==> src/rtl/block_matching_pkg.sv <==
// Shared types and helpers for the block-matching pipeline: block index
// layout, scan FSM states and block-grid geometry.
package block_matching_pkg;

    localparam int BLK_COL_W = 6;
    localparam int BLK_ROW_W = 10;

    typedef struct packed {
        logic [BLK_ROW_W-1:0] row;
        logic [BLK_COL_W-1:0] col;
    } blk_index_t;

    typedef enum logic [1:0] {
        IDLE = 2'd0,
        RUN  = 2'd1,
        DONE = 2'd2
    } scan_state_t;

    // Number of block columns across a frame.
    function automatic int calc_num_cols(input int frame_w, input int blk_w);
        return frame_w / blk_w;
    endfunction

endpackage

==> src/rtl/blk_pos_counter.sv <==
// Raster-order block position counter: col wraps at num_cols and carries
// into row; the whole position wraps to (0,0) after the last block.
// clr has priority over inc.
module blk_pos_counter
    import block_matching_pkg::*;
#(
    parameter int num_cols = 19,
    parameter int num_rows = 15
) (
    input  logic                 clk,
    input  logic                 reset_n,
    input  logic                 clr,
    input  logic                 inc,
    output logic [BLK_COL_W-1:0] col,
    output logic [BLK_ROW_W-1:0] row,
    output logic                 col_last,
    output logic                 last
);

    assign col_last = (col == BLK_COL_W'(num_cols - 1));
    assign last     = col_last && (row == BLK_ROW_W'(num_rows - 1));

    // Advance the position on each increment, wrapping column into row.
    always_ff @(posedge clk or negedge reset_n) begin
        if (!reset_n) begin
            col <= '0;
            row <= '0;
        end else if (clr) begin
            col <= '0;
            row <= '0;
        end else if (inc) begin
            if (col_last) begin
                col <= '0;
                row <= last ? '0 : row + 1'b1;
            end else begin
                col <= col + 1'b1;
            end
        end
    end

endmodule

==> src/rtl/block_scan_sequencer.sv <==
// Issues the raster-order block index stream for one frame with a
// valid/ready handshake, gated by the number of buffered block rows.
// Optional build macro: BLOCK_SEQ_STALL_CNT_EN adds the stall_cnt output.
module block_scan_sequencer
    import block_matching_pkg::*;
#(
    parameter int frame_w = 304,
    parameter int frame_h = 240,
    parameter int blk_w   = 16,
    parameter int blk_h   = 16
) (
    input  logic        clk,
    input  logic        reset_n,
    input  logic        start,
    input  logic        abort,
    input  logic [9:0]  rows_avail,
    output logic [15:0] blk_index,
    output logic        blk_valid,
    input  logic        blk_ready,
    output logic        busy,
    output logic        frame_done
`ifdef BLOCK_SEQ_STALL_CNT_EN
    ,
    output logic [23:0] stall_cnt
`endif
);

    localparam int num_cols = calc_num_cols(frame_w, blk_w);
    localparam int num_rows = frame_h / blk_h;

    generate
        if (num_cols > 64 || num_rows > 1024 ||
            (frame_w % blk_w) != 0 || (frame_h % blk_h) != 0) begin : g_bad_geometry
            $error("block_scan_sequencer: unsupported frame/block geometry");
        end
    endgenerate

    scan_state_t          state;
    logic [BLK_COL_W-1:0] col;
    logic [BLK_ROW_W-1:0] row;
    logic [BLK_ROW_W-1:0] row_next;
    logic                 col_last;
    logic                 last;
    logic                 xfer;
    logic                 start_acc;
    logic                 cnt_clr;
    logic                 cnt_inc;
    blk_index_t           idx;

    assign xfer      = (state == RUN) && blk_valid && blk_ready;
    assign start_acc = (state == IDLE) && start;
    // abort wins over a simultaneous transfer
    assign cnt_clr   = start_acc || ((state == RUN) && abort);
    assign cnt_inc   = xfer && !abort;

    // Row of the block that will be presented after this cycle; valid for
    // the next index must be judged against it so row boundaries stream
    // at full rate without presenting an unbuffered row.
    assign row_next  = (xfer && col_last) ? row + 1'b1 : row;

    blk_pos_counter #(
        .num_cols (num_cols),
        .num_rows (num_rows)
    ) u_pos (
        .clk      (clk),
        .reset_n  (reset_n),
        .clr      (cnt_clr),
        .inc      (cnt_inc),
        .col      (col),
        .row      (row),
        .col_last (col_last),
        .last     (last)
    );

    assign idx       = '{row: row, col: col};
    assign blk_index = idx;

    // Scan control FSM with registered valid/busy/frame_done.
    always_ff @(posedge clk or negedge reset_n) begin
        if (!reset_n) begin
            state      <= IDLE;
            blk_valid  <= 1'b0;
            busy       <= 1'b0;
            frame_done <= 1'b0;
        end else begin
            case (state)
                IDLE: begin
                    frame_done <= 1'b0;
                    blk_valid  <= 1'b0;
                    if (start) begin
                        state <= RUN;
                        busy  <= 1'b1;
                    end
                end
                RUN: begin
                    if (abort) begin
                        state     <= IDLE;
                        blk_valid <= 1'b0;
                        busy      <= 1'b0;
                    end else if (xfer && last) begin
                        state      <= DONE;
                        blk_valid  <= 1'b0;
                        busy       <= 1'b0;
                        frame_done <= 1'b1;
                    end else begin
                        blk_valid <= (row_next < rows_avail);
                    end
                end
                DONE: begin
                    state      <= IDLE;
                    frame_done <= 1'b0;
                end
                default: begin
                    state      <= IDLE;
                    blk_valid  <= 1'b0;
                    busy       <= 1'b0;
                    frame_done <= 1'b0;
                end
            endcase
        end
    end

`ifdef BLOCK_SEQ_STALL_CNT_EN
    // Count RUN cycles where a valid block waits on downstream; saturating.
    always_ff @(posedge clk or negedge reset_n) begin
        if (!reset_n) begin
            stall_cnt <= '0;
        end else if (start_acc) begin
            stall_cnt <= '0;
        end else if ((state == RUN) && blk_valid && !blk_ready && (stall_cnt != '1)) begin
            stall_cnt <= stall_cnt + 1'b1;
        end
    end
`endif

endmodule

==> config.mk <==
export PLATFORM = sky130hd
export DESIGN_NAME = block_scan_sequencer
export DESIGN_NICKNAME = d
export VERILOG_FILES = /design/src/rtl/block_matching_pkg.sv /design/src/rtl/blk_pos_counter.sv /design/src/rtl/block_scan_sequencer.sv
export SDC_FILE = /design/constraint.sdc
export NUM_CORES = 1
export LEC_CHECK = 0
export CAP_MARGIN = 5
export CORE_AREA = 2 2 79 66
export DETAILED_ROUTE_END_ITERATION = 7
export DIE_AREA = 0 0 81 68
export REMOVE_ABC_BUFFERS = 1
export SLEW_MARGIN = 25
export SYNTH_ARGS = -nofsm -noshare
export SYNTH_HDL_FRONTEND = slang
export SYNTH_HIERARCHICAL = 1
export SYNTH_SLANG_ARGS = --single-unit
==> constraint.sdc <==
create_clock -name clk -period 3.18 [get_ports clk]
set_input_delay 0.477 -clock clk [delete_from_list [all_inputs] [get_ports clk]]
set_output_delay 0.477 -clock clk [all_outputs]
set_load 0.02 [all_outputs]
Fig. 1: run 1, cell density map
The die is cut into 8 by 7 equal tiles; dark blue is low, red is high, 0 to 100% covered.
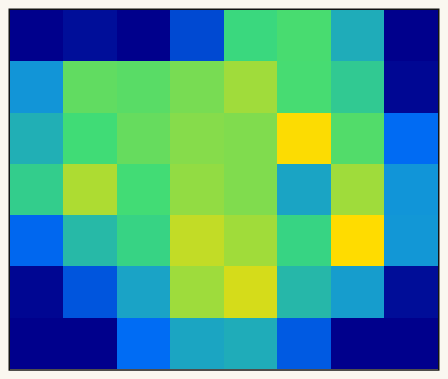
emptiest ninth of the die: south-west
mean over tiles: 38%
densest ninth of the die: centre

Fig. 2: run 1, routed clock nets over the placement
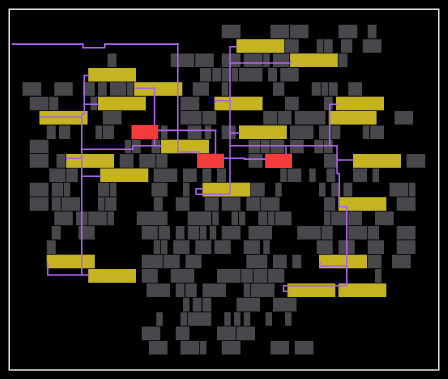
[purple] clock wires | length: 325 µm
[yellow] flip-flops | count: 21
[red] cells driving clock nets | count: 3
routed clock nets: 4

==> run notes, run 1 <==
The following summarizes the physical implementation.

Clocking
CTS built an H-tree with a depth of 1. The maximum root-to-sink buffer count is 2. Counting every sink on the clock net gives 21. The cell chosen for the clock root is sky130_fd_sc_hd__clkbuf_8. The post-cts gate resize count is 1. The clock reaches the later pin of the worst-skew pair after 0.27 ns.

Global route
The most utilized layer in the global route result is met2. The via count of the first global-routing pass came to 1436. The met2 track demand over resource in global routing is 24.0%. The first global-routing pass estimated 6620 µm of wire. The total overflow left after global routing is 0.

Timing
Setup repair after global routing left no endpoint under its margin. Setup total negative slack on the finished layout was measured at 0 ns. The worst hold slack is 0.161 ns.

The final timing report derives a shortest allowable period of 3.00 ns. The maximum achievable frequency is 333 MHz. Headroom to the max-slew limit came out at 66.8%. The clock skew is 0.0107 ns. The setup slack of the critical path after layout is 0.175 ns. The final tally of setup violations is 0.

Drt
The wire length on met2 is 1820 µm. The count of vias placed by the detailed router is 1539. The uppermost signal routing layer after detailed routing is met4. The detailed-route DRC error count is 0. The average wire per standard cell is 13.6 µm. The routed wire length is 4010 µm.

The iteration-0 DRC count of the detailed router is 41. The remaining antenna violation count after routing is 0.

Placement
The HPWL reported at the end of detailed placement is 2970 µm. The setup slack after placement is -0.0245 ns. Per the gpl log, the routability congestion estimate is 0.848. The post-placement cell area is 2060 µm². Per the placement log, port buffering inserted 33 buffers.

Power
The static leakage is 0.942 nW. The highest-power group is sequential cells. The maximum resistive drop on vdd is 0.165 mV. The power report shows net switching accounting for 27.4% of the total. The total design power is 570 µW.

The clock network power consumption is 182 µW. The clock network burns 32.0% of the power. Combinational power for this build is 104 µW. The power density over cell area is 264 nW/µm².

The flow reports that combinational logic draws 18.3% of the design power.

Synthesis
The number of synthesized flops with an enable pin is 0. The register share after synthesis is 33.3%. Counting flops with an async set or reset pin after synthesis yields a share of 100%. The synthesis report names the predominant flop master as sky130_fd_sc_hd__dfrtp_1. The area recorded from the Yosys report for this design is 1580 µm².

The Yosys step of the flow raised 6 warnings. The adder and majority gate portion of the synthesized area is 11.1%. After synthesis, the mean cell area works out to 8.64 µm².

The share of synthesized cell area in and, or, nand and nor gates is 29.3%. The most numerous cell in the Yosys netlist is sky130_fd_sc_hd__dfrtp_1. The main kind of combinational logic by area is simple AND/OR/NAND/NOR gates. The commonest cells after synthesis are 21 x sky130_fd_sc_hd__dfrtp_1, 17 x sky130_fd_sc_hd__inv_1, 15 x sky130_fd_sc_hd__a21oi_1, 14 x sky130_fd_sc_hd__ha_1, 14 x sky130_fd_sc_hd__nand2_1.

Yosys reports that the leading cell type by area covers 33.3% of the netlist area. The number of cells produced by synthesis is 183. The mux contribution to synthesized area is 1.90%. Of all cell types, the one taking the most synthesized area is sky130_fd_sc_hd__dfrtp_1. Summing every instance area after synthesis gives 1580 µm². After synthesis, the cell types taking the most area are sky130_fd_sc_hd__dfrtp_1 33%, sky130_fd_sc_hd__ha_1 11%, sky130_fd_sc_hd__a21oi_1 4.8%, sky130_fd_sc_hd__inv_1 4.0%, sky130_fd_sc_hd__nand2_1 3.3%.

Finish
Registers represent a cell area share of 24.3%. After filler insertion, the fill cell instance count of the layout stands at 510. Per the layout report, the design carries 17 non-clock inverters. Clock cells make up 2.14% of the layout cell area. The area used by sequential logic in the layout is 526 µm².

Among all cell classes, the greatest summed area belongs to combinational gates. The largest registers in the layout are u_pos/row x10, u_pos/col x6, state x2. Non-clock buffers make up 19.9% of the layout cell area. The top cell types in the final layout, fill and taps aside, are 32 x sky130_fd_sc_hd__clkdlybuf4s50_1, 21 x sky130_fd_sc_hd__dfrtp_1, 15 x sky130_fd_sc_hd__inv_1, 15 x sky130_fd_sc_hd__a21oi_1. The total of clock buffers placed in the layout is 3. The flip-flop count of the largest register after layout is 10. The register with the highest flop count is u_pos/row. For the completed layout, the total cell area is recorded as 2160 µm². The layout overhead on the synthesized area is 36.7%.

The repair_antennas step left the layout with diodes totalling 0.

Critical path
The critical register-to-register path endpoint is blk_valid. The critical path required time is 3.33 ns. Looking at the setup timing report, the critical path kind is flip-flop to flip-flop. The source of the worst register-to-register timing path is u_pos/col[0]. On the critical path the data arrives at 3.15 ns.

The maximum fanout along the worst path is 4. The length in cells of the worst reg-to-reg path is 15. The worst setup path is launched from a flip-flop. The capturing instance or port of the critical path is blk_valid. The register-to-register setup slack is 0.18 ns. The worst setup path is captured at a flip-flop.

Tracing the worst setup path back leads to its startpoint at u_pos/col[0].

Run status
The run finished with clean final reports.

Floorplan
Pin placement for this block handled 34 I/O pins. After floorplanning, the die was sized to cover 5510 µm². The die is 68 µm tall. The area of the core is 4780 µm². The number of tap cells added at floorplan is 62.

Job
The total number of warnings across the stage logs is 27. Per the run summary, max-cap violations total 0.

Min path
The path class of the tightest hold or removal check is input pin to asynchronous set/reset pin.
Fig. 3: run 1, track usage over the die
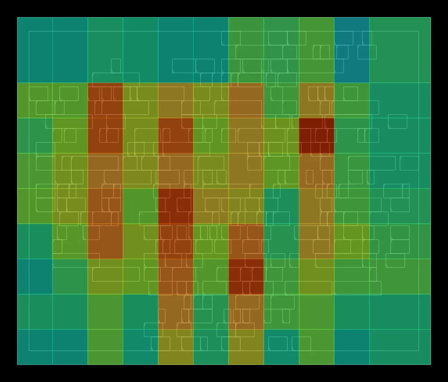
overall track demand over capacity in global routing: 15.5%
met1 Track Usage GR: 21.8%

[run 1: critical path: stages (launching register included)]
cell and delay (ns):
sky130_fd_sc_hd__dfrtp_1 0.39, sky130_fd_sc_hd__inv_2 0.06, sky130_fd_sc_hd__ha_1 0.13, sky130_fd_sc_hd__and4bb_4 0.23, sky130_fd_sc_hd__or2b_1 0.24, sky130_fd_sc_hd__inv_1 0.07
sky130_fd_sc_hd__inv_2 0.05, sky130_fd_sc_hd__nor3_2 0.11, sky130_fd_sc_hd__buf_4 0.16, sky130_fd_sc_hd__nand4_1 0.14, sky130_fd_sc_hd__xnor2_2 0.19, sky130_fd_sc_hd__ha_1 0.31
sky130_fd_sc_hd__nand4_1 0.11, sky130_fd_sc_hd__or4_4 0.43, sky130_fd_sc_hd__a211oi_2 0.21, sky130_fd_sc_hd__a211oi_1 0.06
==> run 2: changes to the inputs <==
CORE_AREA = 2 2 69 58   (was 2 2 79 66)
DIE_AREA = 0 0 71 60   (was 0 0 81 68)
PLACE_DENSITY = 0.74   (was not set)
Fig. 4: run 2, track usage over the die
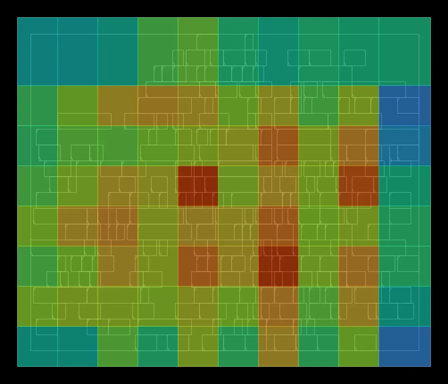
met1 Track Usage GR: 26.7%
highest-utilization routing layer at the global route stage: met2

Fig. 5: run 2, routed clock nets over the placement
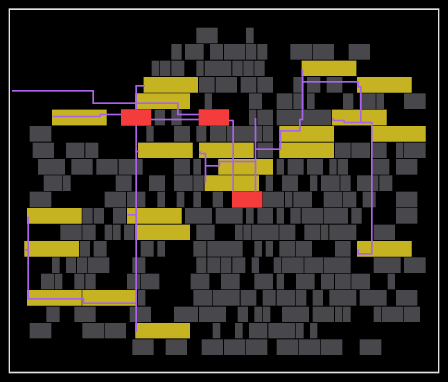
[yellow] flip-flops | count: 21
[red] cells driving clock nets | count: 3
[purple] clock wires | length: 257 µm
routed clock nets: 4

==> run 2 against run 1 <==
Against the previous run:
- final cell count decreased by 5.8%
- core utilization increased by 14 points
- area after synthesis unchanged
- synthesized cell count unchanged
- non-clock buffer count increased by 1
- register-to-register slack improved by 0.02 ns
- largest power group unchanged
==> run notes, run 2 <==
The following summarizes the physical implementation.

Timing
The clock skew is 0.00545 ns (-0.00530 ns). The setup TNS was 0 ns (unchanged). The minimum clock period after layout is 2.98 ns (-0.0228 ns).

The relative slew slack is 74.8% (+8.0 points). Setup repair after global routing left no endpoint under its margin. The final tally of setup violations is 0 (unchanged). The maximum achievable frequency came to 335 MHz (+0.76%). The setup slack of the critical path after layout was 0.198 ns (+0.0228 ns). The worst hold slack came to 0.523 ns (+0.362 ns).

Synthesis
By count the netlist is led by 21 x sky130_fd_sc_hd__dfrtp_1, 17 x sky130_fd_sc_hd__inv_1, 15 x sky130_fd_sc_hd__a21oi_1, 14 x sky130_fd_sc_hd__ha_1, 14 x sky130_fd_sc_hd__nand2_1. The cell type with the highest aggregate area in the netlist is sky130_fd_sc_hd__dfrtp_1. The register share after synthesis is 33.3% (unchanged). The fraction of post-synthesis cell area in the top cell type by area is 33.3% (unchanged). The average instance area after synthesis is 8.64 µm² (unchanged). The number of synthesis warnings is 6 (unchanged).

The yosys-reported design area after synthesis came to 1580 µm² (unchanged). Looking at the cell usage after synthesis, the top flip-flop cell is sky130_fd_sc_hd__dfrtp_1. By area the synthesized netlist is led by sky130_fd_sc_hd__dfrtp_1 33%, sky130_fd_sc_hd__ha_1 11%, sky130_fd_sc_hd__a21oi_1 4.8%, sky130_fd_sc_hd__inv_1 4.0%, sky130_fd_sc_hd__nand2_1 3.3%. The number of cells produced by synthesis is 183 (unchanged). Yosys stat counts 183 cells in the synthesized netlist.

The mapped cell area is 1580 µm² (unchanged). The fraction of synthesis flops using an asynchronous set or reset pin is 100% (unchanged). The number of synthesized flops with an enable pin was 0 (unchanged). The most numerous cell in the Yosys netlist is sky130_fd_sc_hd__dfrtp_1.

Power
The maximum resistive drop on vdd is 0.244 mV (+48%). The static leakage was 0.943 nW (+0.17%). The clock power share came to 30.8% (-1.2 points). The design internal power is 415 µW. The power share of the combinational group is 18.4% (about the same).

The net switching fraction of the power came to 25.6% (-1.8 points). The clock network power consumption is 172 µW (-5%). The power in combinational cells is 103 µW (about the same). The power density over cell area was 258 nW/µm² (-2.1%). The total design power is 558 µW (-2.0%). In the power breakdown, the biggest contributor is sequential cells.

Finish
The total of clock buffers placed in the layout is 4 (+1). The final instance area is 2160 µm² (about the same). For this run, the share of the core covered by cells in the final layout is 59.6%. The clock buffer and inverter area fraction after layout is 2.08% (-0.059 points). The area used by sequential logic in the layout came to 526 µm² (unchanged).

The largest registers in the layout are u_pos/row x10, u_pos/col x6, state x2. The sequential share of cell area was 24.3% (about the same). The flip-flop count of the largest register after layout is 10 (unchanged). The buffer share of cell area came to 20.5% (+0.57 points).

Counting only logic cells after layout, the most numerous master is sky130_fd_sc_hd__clkdlybuf4s50_1. u_pos/row holds more flip-flops than any other register. The layout overhead on the synthesized area is 36.7% (about the same). The count of filler cells inserted in the layout is 322 (-37%).

The non-clock inverter instance count of the final layout is 17 (unchanged). The antenna diode count came to 0 (unchanged). The cell class ranked first by area is combinational gates.

The most common logic cells in the final layout are 33 x sky130_fd_sc_hd__clkdlybuf4s50_1, 21 x sky130_fd_sc_hd__dfrtp_1, 15 x sky130_fd_sc_hd__inv_1, 15 x sky130_fd_sc_hd__a21oi_1, 15 x sky130_fd_sc_hd__buf_4.

Clocking
The maximum root-to-sink buffer count is 2 (unchanged). The H-tree level count is 1 (unchanged). The clock insertion delay at the later pin of the skew report was 0.26 ns (about the same). The number of sinks driven by the clock tree is 21 (unchanged).

The tree is rooted in a sky130_fd_sc_hd__clkbuf_8.

Drt
The count of vias placed by the detailed router is 1513 (-1.7%). The iteration-0 DRC count of the detailed router is 36 (-12%). After detailed routing, no signal wire sits above met3. The remaining antenna violation count after routing is 0 (unchanged). The routed wire length is 3730 µm (-7.1%). The average wire per standard cell is 13.5 µm (-1.4%). The detailed-route DRC error count is 0 (unchanged). In the detailed route, the total length drawn on met3 is 183 µm. The wire length on met2 was 1710 µm (-6.0%).

Critical path
STA classifies the critical path endpoint as a flip-flop. The standard cell with the maximum stage delay on the critical path is sky130_fd_sc_hd__or4_4. Per STA, the worst path is made up of inv_2 > ha_4 > and4bb_4 > or2b_1 > inv_1 > inv_2 > nor3_2 > buf_4 > and3_4 > xor2_1 > ha_1 > nand4_1 > or4_4 > a211oi_2 > a211oi_1. The register-to-register setup slack came to 0.20 ns (+0.02 ns). The arrival time at the worst endpoint is 3.12 ns (-0.03 ns).

The critical path class is flip-flop to flip-flop. In this design, the critical path's most frequently occurring cell is sky130_fd_sc_hd__inv_2. The worst setup path is launched from a flip-flop.

The length in cells of the worst reg-to-reg path is 15 (unchanged). The capturing instance or port of the critical path is blk_valid. The longest individual stage delay on the worst path came to 0.49 ns (+0.06 ns). The critical path required time is 3.32 ns (about the same).

The critical register-to-register path endpoint is blk_valid. The maximum fanout along the worst path is 4 (unchanged). The start point of the critical path is u_pos/col[0]. Looking at the reg2reg group, the worst path starts from u_pos/col[0].

Global route
The met3 routing resource usage after global routing is 3.88%. The remaining global-route overflow is 0 (unchanged). The met2 track demand over resource in global routing was 29.9% (+5.9 points). The total global-route track usage is 18.5% (+3.0 points). The via count of the first global-routing pass is 1351 (-5.9%). The first-pass GRT wire length is 6220 µm (-6.1%).

Floorplan
The die height came to 60 µm (-12%). The area of the core is 3630 µm² (-24%). The full die area is 4260 µm² (-23%). For this configuration, the core starts out at a cell density of 43.6%.

The number of top-level pins came to 34 (unchanged). The number of tap cells added at floorplan is 44 (-29%).

Placement
The final weighted congestion of routability-driven global placement came to 0.863 (+1.8%). The setup slack after placement is 0.0278 ns (+0.0523 ns). The instance area after placement is 2050 µm² (-0.73%).

The HPWL reported at the end of detailed placement is 2830 µm (-4.7%). The number of input and output port buffers inserted is 33 (unchanged).

Job
The max-capacitance violation count is 0 (unchanged). The total number of warnings across the stage logs came to 27 (unchanged).

Run status
The flow ran to the end, and the final reports show no timing, DRC or antenna violations.

Min path
The type recorded for the worst min-delay path is flip-flop to flip-flop.
Fig. 6: run 2, cell density map
The die is cut into 7 by 6 equal tiles; dark blue is low, red is high, 0 to 100% covered.
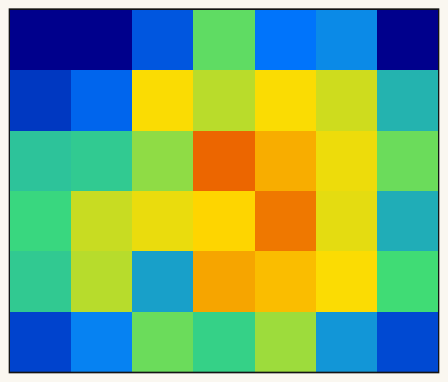
tiles over 75% full: 14%
densest ninth of the die: centre
fullest tile: 89%
emptiest ninth of the die: north-west

[run 2: what timing repair did]
item | in CTS | in global routing
setup buffers | 0 | 4
setup endpoints to repair | 0 | 1
resized | 0 | 11
[run 2: critical path: cells and delay by family, from the launching register on]
family	cells	cell delay [ns]
flip-flops	1	0.40
AND/OR/NAND/NOR	6	1.35
buffers and inverters	4	0.36
XOR/XNOR	1	0.06
adder cells (fa/ha/maj)	2	0.44
AND-OR/OR-AND	2	0.27
[run 2: cell families after synthesis]
group	count (synthesis)	synth area share, %
multiplexers	3	1.90
adder cells (fa/ha/maj)	14	11.1
AND/OR/NAND/NOR	82	29.3
flip-flops	21	33.3
AND-OR/OR-AND	34	14.3
XOR/XNOR	10	5.54
buffers and inverters	19	4.59
No activity file was given, so power comes from the tool's default toggle rates.
